[config.mk]
export PLATFORM = sky130hd
export DESIGN_NAME = seq_rom_fetch
export DESIGN_NICKNAME = d
export VERILOG_FILES = /design/src/rtl/bus_sequencer_pkg.sv /design/src/rtl/seq_lat_pipe.sv /design/src/rtl/seq_rom_fetch.sv
export SDC_FILE = /design/constraint.sdc
export NUM_CORES = 1
export LEC_CHECK = 0
export CORE_UTILIZATION = 44
export DETAILED_ROUTE_END_ITERATION = 10
export PLACE_DENSITY = 0.85
export SETUP_SLACK_MARGIN = 0.15
export SYNTH_ARGS = -nofsm -noshare
export SYNTH_HDL_FRONTEND = slang
export SYNTH_SLANG_ARGS = --single-unit
[constraint.sdc]
create_clock -name clk_i -period 3 [get_ports clk_i]
set_clock_uncertainty 0.05 [all_clocks]
set_input_delay 0.45 -clock clk_i [delete_from_list [all_inputs] [get_ports clk_i]]
set_output_delay 0.45 -clock clk_i [all_outputs]
set_load 0.005 [all_outputs]
[src/rtl/bus_sequencer_pkg.sv]
// bus_sequencer_pkg: shared types, word field positions and word decode for the sequence ROM
package bus_sequencer_pkg;
  localparam int CMD_BIT   = 31;
  localparam int INSTR_MSB = 30;
  localparam int INSTR_LSB = 28;
  localparam int DATA_MSB  = 15;
  typedef enum logic {RUN_TRANSFER = 1'b0, INSTRUCTION = 1'b1} cmd_t;
  typedef enum logic [2:0] {NOP = 3'd0, STOP = 3'd1, PAUSE = 3'd2, WAIT = 3'd3, CMP = 3'd4} instr_t;
  typedef logic [DATA_MSB:0] instr_data_t;
  typedef struct packed {
    cmd_t        cmd;
    instr_t      instr;
    instr_data_t data;
  } word_fields_t;
  typedef enum logic [1:0] {IDLE, ISSUE, WAIT_DATA} fetch_state_t;
  function automatic word_fields_t decode_word(input logic [31:0] w);
    word_fields_t f;
    logic [2:0] op;
    op      = w[INSTR_MSB:INSTR_LSB];
    f.cmd   = cmd_t'(w[CMD_BIT]);
    f.instr = op > 3'd4 ? NOP : instr_t'(op);
    f.data  = w[DATA_MSB:0];
    return f;
  endfunction
endpackage

[src/rtl/seq_lat_pipe.sv]
// seq_lat_pipe: valid shift register tracking the fixed ROM read latency, flushable on abort
module seq_lat_pipe #(
  parameter int DEPTH = 2
) (
  input  logic clk_i,
  input  logic nrst_i,
  input  logic flush_i,
  input  logic valid_i,
  output logic valid_o
);
  logic [DEPTH-1:0] sr;
  // shift the issue marker toward the capture point; a flush kills everything in flight
  always_ff @(posedge clk_i or negedge nrst_i)
    if (!nrst_i) sr <= '0;
    else sr <= flush_i ? '0 : (sr << 1) | DEPTH'(valid_i);
  assign valid_o = sr[DEPTH-1];
endmodule

[src/rtl/seq_rom_fetch.sv]
// seq_rom_fetch: fetches sequence ROM words for the sequencer and decodes them into command fields
module seq_rom_fetch
  import bus_sequencer_pkg::*;
#(
  parameter int ROM_AW      = 10,
  parameter int ROM_DW      = 32,
  parameter int ROM_LATENCY = 2
) (
  input  logic               clk_i,
  input  logic               nrst_i,
  input  logic               load_start_addr_i,
  input  logic [ROM_AW-1:0]  start_addr_i,
  input  logic               read_next_i,
  output logic               rom_en_o,
  output logic [ROM_AW-1:0]  rom_addr_o,
  input  logic [ROM_DW-1:0]  rom_rdata_i,
  output logic               rom_data_rdy_o,
  output cmd_t               cmd_type_o,
  output instr_t             instr_type_o,
  output instr_data_t        instr_data_o,
  output logic [INSTR_MSB:0] xfer_word_o,
  output logic [ROM_AW-1:0]  cur_addr_o,
  output logic               busy_o,
  output logic               wrap_o,
  output logic               proto_err_o
);
  fetch_state_t      state;
  word_fields_t      dec;
  logic              lat_done;
  logic [ROM_AW-1:0] next_addr;
  assign next_addr = cur_addr_o + 1'b1;
  assign dec       = decode_word(rom_rdata_i);
  assign busy_o    = state != IDLE;
  seq_lat_pipe #(.DEPTH(ROM_LATENCY)) u_lat (
    .clk_i   (clk_i),
    .nrst_i  (nrst_i),
    .flush_i (load_start_addr_i),
    .valid_i (rom_en_o),
    .valid_o (lat_done)
  );
  // fetch FSM: a load always restarts, read_next only launches from IDLE, capture when the latency marker arrives
  always_ff @(posedge clk_i or negedge nrst_i)
    if (!nrst_i) begin
      state          <= IDLE;
      rom_en_o       <= 1'b0;
      rom_addr_o     <= '0;
      cur_addr_o     <= '0;
      rom_data_rdy_o <= 1'b0;
      cmd_type_o     <= RUN_TRANSFER;
      instr_type_o   <= NOP;
      instr_data_o   <= '0;
      xfer_word_o    <= '0;
      wrap_o         <= 1'b0;
      proto_err_o    <= 1'b0;
    end else begin
      rom_en_o       <= 1'b0;
      rom_data_rdy_o <= 1'b0;
      wrap_o         <= 1'b0;
      if (load_start_addr_i) begin
        state       <= ISSUE;
        rom_en_o    <= 1'b1;
        rom_addr_o  <= start_addr_i;
        cur_addr_o  <= start_addr_i;
        proto_err_o <= 1'b0;
      end else begin
        if (read_next_i && busy_o) proto_err_o <= 1'b1;
        if (state == IDLE && read_next_i) begin
          state      <= ISSUE;
          rom_en_o   <= 1'b1;
          rom_addr_o <= next_addr;
          cur_addr_o <= next_addr;
          wrap_o     <= next_addr == '0;
        end else if (state == ISSUE) begin
          state <= WAIT_DATA;
        end else if (state == WAIT_DATA && lat_done) begin
          state          <= IDLE;
          rom_data_rdy_o <= 1'b1;
          cmd_type_o     <= dec.cmd;
          instr_type_o   <= dec.instr;
          instr_data_o   <= dec.data;
          xfer_word_o    <= rom_rdata_i[INSTR_MSB:0];
        end
      end
    end
endmodule

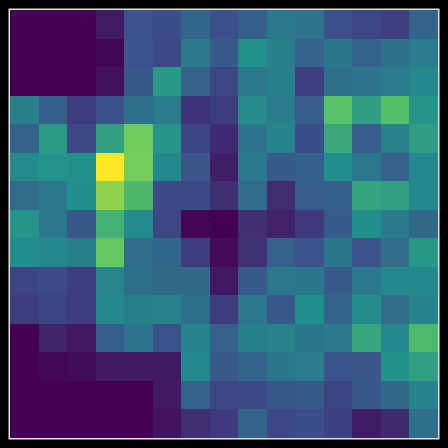
Fig. 1. Routed metal per tile.
The die is cut into 15 by 15 equal tiles; dark purple is low, yellow is high, scaled to the fullest tile. Values are wire area over tile area, all layers added.
tiles over half the peak	12%
nearly empty tiles	11%
fullest tile	0.46
mean over tiles	0.14
emptiest ninth of the die	south-west
densest ninth of the die	west
GRT Resource Usage Total: 18.7%
via count: 1809
final WL: 5380 um

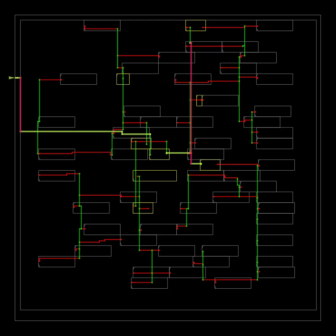
Fig. 2. Clock wiring as the flow saved it.
CTS sink count: 53
number of clock buffers in the layout: 6
clock network power: 481 uW
num sequential: 53
Latency at later pin: 0.30 ns

==> ci_impl_report.md <==
### Metrics collected by this job

| Metric | Value |
|---|---|
| Status | `complete, no violations` |
| Comb area | `888 um2` |
| CP Cell Sequence | `or2_2 > clkdlybuf4s50_1` |
| Die ar. | `6000 um2` |
| Asr flop ratio synth | `100%` |
| Aoi share | `4.80%` |
| FILL cells | `440` |
| Final setup margin | `0.941 ns` |
| Layer with the highest usage | `met2` |
| Num CTS Buffers | `5` |
| R2r setup slk | `1.24 ns` |
| Fin. max-slew vios | `0` |
| Static leakage | `0.00156 uW` |
| Mapped Area | `2500 um2` |
| Finished Cell Area | `3660 um2` |
| Reg2reg path depth | `3` |
| CP Max Fanout | `6` |
| # IOs | `122` |
| Slowest stage cell, crit path | `dfrtp_1` |
| CTS tree | `yes` |
| Routability cong. | `0.778` |
| Mux area share | `15.2%` |
| Tool warnings | `27` |
| Seq/Total Area, Yosys | `52.9%` |
| Ant diodes | `0` |
| Most flops, register | `xfer_word_o` |
| Maxcap violations | `0` |
| Synthesized area per cell | `12.3 um2` |
| Multi-input combinational area share | `24.2%` |
| Top flop regs | `xfer_word_o x16, instr_data_o x15, cur_addr_o x10` |
| Antenna Nets Post-Route | `0` |
| Crit Path Category | `flop to primary output` |
| Ys cells | `204` |
| Wire length on met2 | `2570 um` |
| Yosys reg bits | `53` |
| Inverters | `5` |
| Fin crit share | `68.6%` |
| XOR-XNOR Cells, Area Fraction | `3.85%` |
| Worst-margin pin slew | `0.601 ns` |
| Vias in the first global route | `1734` |
| Placed cell count | `364` |
| CP endpoint | `busy_o` |
| Number of enable flip-flop cells | `0` |
| Gate power share | `28.2%` |
| Chip width | `77.5 um` |
| CP Launch Type | `flop` |
| Reg-to-reg critical path startpoint | `state[0]$_DFFE_PN0P_` |
| IO Port Bufs | `121` |
| CP top delay family | `flip-flops` |
| Post-Route Setup TNS | `0 ns` |
| Ranking of synthesized cells by area | `dfrtp_1, mux2_2, buf_4` |
| Nature of the critical path endpoint | `primary output` |
| Yosys simple share | `10.6%` |
| Via density | `4.86` |
| Largest register FFs | `16` |
| Share of layout cells above drive strength 1 | `14.0%` |
| Drt pass-1 iters | `4` |
| Yosys Chip Area | `2500 um2` |
| Min-delay worst type | `input pin to asynchronous set/reset pin` |
| Comb group | `547 uW` |
| Reg2reg end | `instr_data_o[13]$_DFFE_PN0P_` |
| GR Util met2 | `29.6%` |
| Post-synth top cells | `dfrtp_1, buf_4, mux2_2` |
| FP Rows | `27` |
| Main flop type | `dfrtp_1` |
| CP bufs+invs | `1` |
| Leading power group | `sequential cells` |
| Top-area cell type share of the netlist area | `52.9%` |
| Root Buffer Master | `clkbuf_8` |
| Crit path DAT | `1.56 ns` |
| Hold Vio Cnt, Final | `0` |
| Final number of setup-violating endpoints | `0` |
| First-pass GRT wire length | `8850 um` |
| Clk buf depth | `2` |
| Met1 Wirelength | `2470 um` |
| Top Layout Cells | `clkdlybuf4s50_1, dfrtp_1, mux2_2` |
| Adder share | `0.999%` |
| Yosys top cell by instances | `dfrtp_1` |
| Tot Pwr | `1940 uW` |
| Core utilization at floorplan | `45.5%` |
| GR Util met3 | `3.53%` |
| Synth warn | `0` |
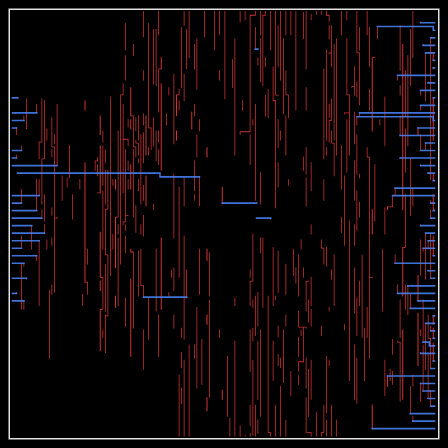
Fig. 3. Signal wires by layer.
Two of the layers only.
color	layer	wire length
red	M2	2570 um
blue	M3	291 um

No activity file was given, so power comes from the tool's default toggle rates.
